`src/rtl/regfile_param.sv`:
```
// regfile_param: parametrised flip-flop register file for the pipelined MIPS datapath.
//
// Storage is DEPTH x DATA_WIDTH edge-triggered registers with one write port and
// READ_PORTS independent combinational read ports.
//
// Parameters:
//   DATA_WIDTH  bits per register
//   ADDR_WIDTH  address bits per port
//   DEPTH       registers implemented; legal range 1 .. 2**ADDR_WIDTH
//   READ_PORTS  number of asynchronous read ports (>= 1)
//   ZERO_REG    1: register 0 reads 0 and ignores writes; 0: register 0 is ordinary
//
// Ports:
//   clock             in   rising-edge clock, sole clock
//   ctrl_reset_n      in   synchronous active-low reset; clears every register
//   ctrl_writeEnable  in   write strobe, sampled at posedge
//   ctrl_writeReg     in   write address
//   data_writeReg     in   write data
//   ctrl_readReg      in   packed read addresses, port p at [p*ADDR_WIDTH +: ADDR_WIDTH]
//   data_readReg      out  packed read data, port p at [p*DATA_WIDTH +: DATA_WIDTH]
//
// Build option:
//   REGFILE_BYPASS_EN  when defined, a read that matches an accepted write in the
//                      same cycle returns data_writeReg combinationally. Storage
//                      update is identical with or without it.
module regfile_param #(
    parameter int unsigned DATA_WIDTH = 32,
    parameter int unsigned ADDR_WIDTH = 5,
    parameter int unsigned DEPTH      = 32,
    parameter int unsigned READ_PORTS = 2,
    parameter int unsigned ZERO_REG   = 1
) (
    input  logic                             clock,
    input  logic                             ctrl_reset_n,
    input  logic                             ctrl_writeEnable,
    input  logic [ADDR_WIDTH-1:0]            ctrl_writeReg,
    input  logic [DATA_WIDTH-1:0]            data_writeReg,
    input  logic [READ_PORTS*ADDR_WIDTH-1:0] ctrl_readReg,
    output logic [READ_PORTS*DATA_WIDTH-1:0] data_readReg
);

    logic [DATA_WIDTH-1:0] regs_q [DEPTH];
    logic [DATA_WIDTH-1:0] regs_d [DEPTH];

    // A write is accepted only for an implemented, writable register. Reset is
    // handled in the flop block so that it always wins over a same-edge write.
    logic wr_valid;

    always_comb begin
        wr_valid = ctrl_writeEnable
                   && (32'(ctrl_writeReg) < DEPTH)
                   && !((ZERO_REG != 0) && (ctrl_writeReg == '0));
    end

    always_comb begin
        for (int unsigned i = 0; i < DEPTH; i++) begin
            regs_d[i] = regs_q[i];
            if (wr_valid && (32'(ctrl_writeReg) == i)) begin
                regs_d[i] = data_writeReg;
            end
        end
    end

    always_ff @(posedge clock) begin
        if (!ctrl_reset_n) begin
            for (int unsigned i = 0; i < DEPTH; i++) begin
                regs_q[i] <= '0;
            end
        end else begin
            for (int unsigned i = 0; i < DEPTH; i++) begin
                regs_q[i] <= regs_d[i];
            end
        end
    end

    for (genvar p = 0; p < READ_PORTS; p++) begin : gen_rd_port
        logic [ADDR_WIDTH-1:0] rd_addr;
        logic [DATA_WIDTH-1:0] rd_data;

        assign rd_addr = ctrl_readReg[p*ADDR_WIDTH +: ADDR_WIDTH];

        // Mux over implemented entries; unimplemented addresses and a hard-wired
        // register 0 fall through to zero.
        always_comb begin
            rd_data = '0;
            for (int unsigned i = 0; i < DEPTH; i++) begin
                if ((32'(rd_addr) == i) && !((ZERO_REG != 0) && (i == 0))) begin
                    rd_data = regs_q[i];
                end
            end
`ifdef REGFILE_BYPASS_EN
            // wr_valid already excludes out-of-range and hard-wired-zero targets.
            if (ctrl_reset_n && wr_valid && (rd_addr == ctrl_writeReg)) begin
                rd_data = data_writeReg;
            end
`endif
        end

        assign data_readReg[p*DATA_WIDTH +: DATA_WIDTH] = rd_data;
    end

endmodule

```
`config.mk`:
```
export PLATFORM = sky130hd
export DESIGN_NAME = regfile_param
export DESIGN_NICKNAME = d
export VERILOG_FILES = /design/src/rtl/regfile_param.sv
export SDC_FILE = /design/constraint.sdc
export NUM_CORES = 2
export LEC_CHECK = 0
export ABC_AREA = 1
export CAP_MARGIN = 15
export CORE_MARGIN = 5
export CORE_UTILIZATION = 50
export CTS_BUF_LIST = sky130_fd_sc_hd__clkbuf_16
export CTS_CLUSTER_DIAMETER = 30
export DETAILED_ROUTE_END_ITERATION = 8
export GPL_ROUTABILITY_DRIVEN = 0
export HOLD_SLACK_MARGIN = 0.02
export PLACE_DENSITY = 0.72
export SLEW_MARGIN = 10
export SYNTH_ARGS = -nofsm -noshare
export SYNTH_HDL_FRONTEND = slang
export SYNTH_SLANG_ARGS = --single-unit
```
`constraint.sdc`:
```
create_clock -name clock -period 5.09 [get_ports clock]
set_input_delay 1.2725 -clock clock [delete_from_list [all_inputs] [get_ports clock]]
set_output_delay 1.2725 -clock clock [all_outputs]
set_load 0.01 [all_outputs]
```
==> notes.org <==
#+TITLE: Physical design notes

** GRT
- Antenna violations before repair :: 3
- Entering global routing, the biggest net connects 185 pins.
- Global routing used 31.65% of the available tracks.
- Via count of the first global-routing pass :: 47970

** Clocking
- The report lists the number of cells resized after CTS as 687.
- Setup fix buffers added after clock tree synthesis :: 58
- Clock insertion delay at the later pin of the skew report :: 0.78 ns
- Cell at the root of the clock tree :: sky130_fd_sc_hd__clkbuf_16
- The H-tree generated during clock tree synthesis spans 4 levels.

** Floorplan
- Placeable core area :: 0.09642 mm^2
- The floorplan has 114 rows.
- The design received a total of 1276 well taps at floorplan.

** Drt
- The violation tally recorded at the end of detailed-routing iteration 0 is 6660.
- First drt pass iteration count :: 8
- Once detail routing completed, the nets flagged for antenna violations numbered 0.
- The DRC violation total left in the routed layout is recorded as 0.

** Logic synthesis
- Number of cells produced by synthesis :: 6484
- Flop and latch count out of synthesis :: 992
- During synthesis, Yosys emitted a total of 0 warnings.
- Yosys synthesis chip area :: 0.04841 mm^2
- Most used standard cell by instance count after synthesis :: sky130_fd_sc_hd__nand2_1
- Average size of a mapped cell :: 7.466 um^2
- Cell area leaders :: sky130_fd_sc_hd__edfxtp_1 30%, sky130_fd_sc_hd__dfxtp_1 21%, sky130_fd_sc_hd__nand2_1 14%, sky130_fd_sc_hd__nand4_1 6.9%, sky130_fd_sc_hd__nor2_1 6.5%
- After synthesis, the largest area contributor takes up 29.77% of total cell area.
- Library cell occupying the most area in the post-synthesis netlist :: sky130_fd_sc_hd__edfxtp_1

** Timing
- Cycle use final :: 109.1%
- The max-slew check reports its worst relative slack as 32.18%.
- RSZ-0062 raised after global routing :: true
- Subtracting the final worst setup slack from the clock period gives 5.553 ns.
- Counting endpoints that fail hold in the final report gives 0.
- Endpoints with negative setup slack in the final report add up to 64.
- Looking at the max-slew report, the worst-margin pin has a slew of 1.017 ns.
- The final timing report gives a worst setup slack of -0.4628 ns.

** Finish
- Most common cell after layout, fill and taps aside :: sky130_fd_sc_hd__nand2_1
- Clock buffer instance count of the final layout :: 194
- Total number of nets in the final design :: 7041
- Summing all flip-flop and latch instances after layout gives 0.02466 mm^2.
- Number of multi-input combinational cells :: 4450
- Among all cell classes, the greatest summed area belongs to registers.
- Fill cell instance count of the final layout :: 7261
- The clock network takes up 10.95% of total cell area after layout.
- Area Growth Syn to Fin :: 33.05%
- Portion of the layout cell area used by non-clock buffers :: 11.26%
- Across the whole layout, multi-input logic makes up 33.26% of the cell area.
- Share of layout cells above drive strength 1 :: 20.63%

** Setup path
- The worst setup path is launched from an input pin.
- Crit path buffers/inverters :: 7
- The required time at the worst endpoint is listed as 3.82 ns.
- Kind of cell with the highest combined delay on the critical path :: simple AND/OR/NAND/NOR gates
- The timing report gives the biggest stage delay along the critical path as 0.21 ns.
- Worst-path fanout max :: 7
- Cell at the slowest stage of the critical path :: sky130_fd_sc_hd__nor2_2
- The most numerous cell type found on the critical path is sky130_fd_sc_hd__nand4_1.
- The worst setup path is of the in -> out kind.
- Type of element capturing the critical path :: output port

** Place
- Number of placed instances, taps included :: 7967
- Final HPWL DP :: 111.8 mm

** Pwr
- PwrDens :: 385.7 mW/mm^2
- In this run the VDD rail shows a maximum IR drop of 289.0 uV.
- The leakage component of the power was reported as 24.68 nW.

** Flow run
- Tally of max-capacitance violations :: 0
- In this run the tools logged warnings totalling 32.

** Status
- The flow ran to the end, but the final reports show violations.
- Failing checks :: negative setup slack
[routing by layer]
layer / GRT usage [%] / vias up / wire length (um)
li1: - / 22560 / -
met5: 0 / - / 27
met1: 40.49 / 23360 / 64130
met3: 5.254 / 692 / 17730
met2: 52.15 / 3299 / 81920
met4: 16.10 / 4 / 9643
[path summary, 6_finish.rpt]
kind / start / endpoint / slack, ns / cells after the start
setup / recovery: ctrl_readReg[6] / data_readReg[36] / -0.46 / 25
hold / removal: regs_q[1][36]$_SDFFE_PN0P_ / regs_q[1][36]$_SDFFE_PN0P_ / 0.46 / 2
setup reg to reg: regs_q[1][382]$_SDFFE_PN0P_ / regs_q[1][382]$_SDFFE_PN0P_ / 4.37 / 2
hold reg to reg: regs_q[1][36]$_SDFFE_PN0P_ / regs_q[1][36]$_SDFFE_PN0P_ / 0.46 / 2
[power breakdown]
part / switching [mW] / internal (mW) / total, mW
combinational: 1.42 / 0.693 / 2.11
sequential: 0.212 / 8.81 / 9.02
clock: 4.57 / 9.13 / 13.7
[per-stage QoR]
stage	TNS, ns	worst slack [ns]	hold slack (ns)	power, mW	cell area [um^2]
finish	-16.11	-0.4628	0.4567	24.84	64410
global route	-25.34	-0.5917	0.4733	25.45	64410
CTS	-17.42	-0.4194	0.4558	24.73	63460
detailed placement	-71.41	-1.253	0.4482	11.02	54710
global placement	-69.72	-1.251	0.4446	10.98	54710
floorplan	0	0.3015	0.4368	10.04	48410
[logic make-up after synthesis]
kind of cell	after synthesis	share of synthesized area, %
AND-OR/OR-AND	928	9.640
flip-flops	992	50.95
AND/OR/NAND/NOR	3520	31.19
buffers and inverters	1044	8.227
Metal layers overlaid:
Bar = 100 um.
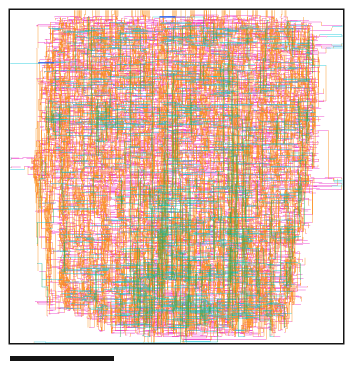
colour	layer	wire length
blue	M5	27.6 um
green	M4	9640 um
cyan	M3	17700 um
magenta	M1	64.1 mm
orange	M2	81.9 mm
total number of vias: 49920
Routed Wire Length: 173.5 mm

Pin map:
Pins as bars across the die edge, other pins in grey.
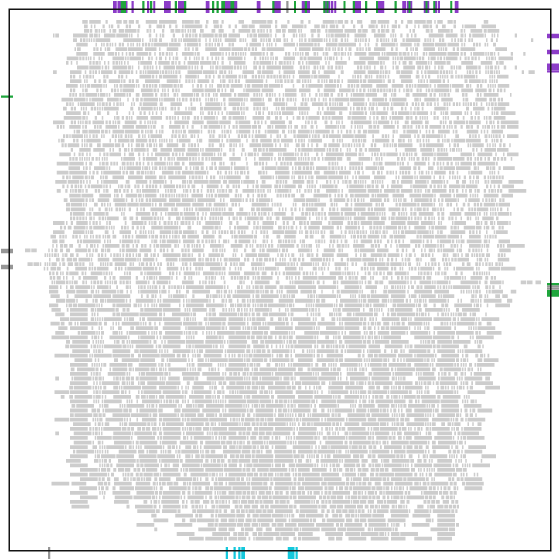
colour	port	pins	direction	edge
purple	data_readReg	64	output	56 top, 8 right
cyan	ctrl_readReg	10	input	bottom
green	data_writeReg	32	input	27 top, 4 right, 1 left

Cells coloured by class:
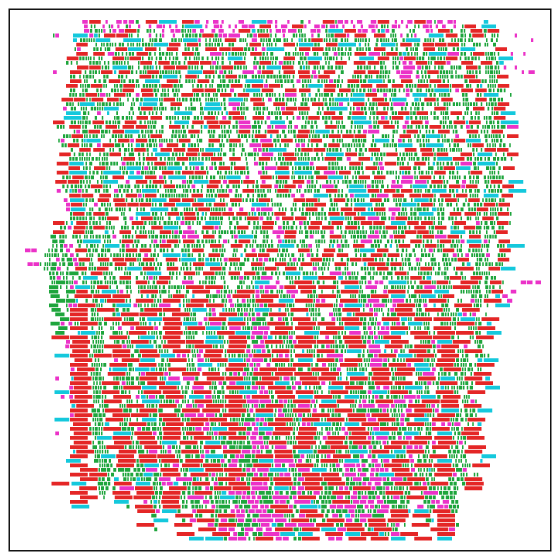
colour	class	cells	share of their area
green	remaining logic cells	5075	38%
red	registers	992	39%
magenta	remaining buffers and delay cells	732	12%
cyan	clock drivers and dummy loads	359	11%

Power is estimated from default activity; no workload was simulated.
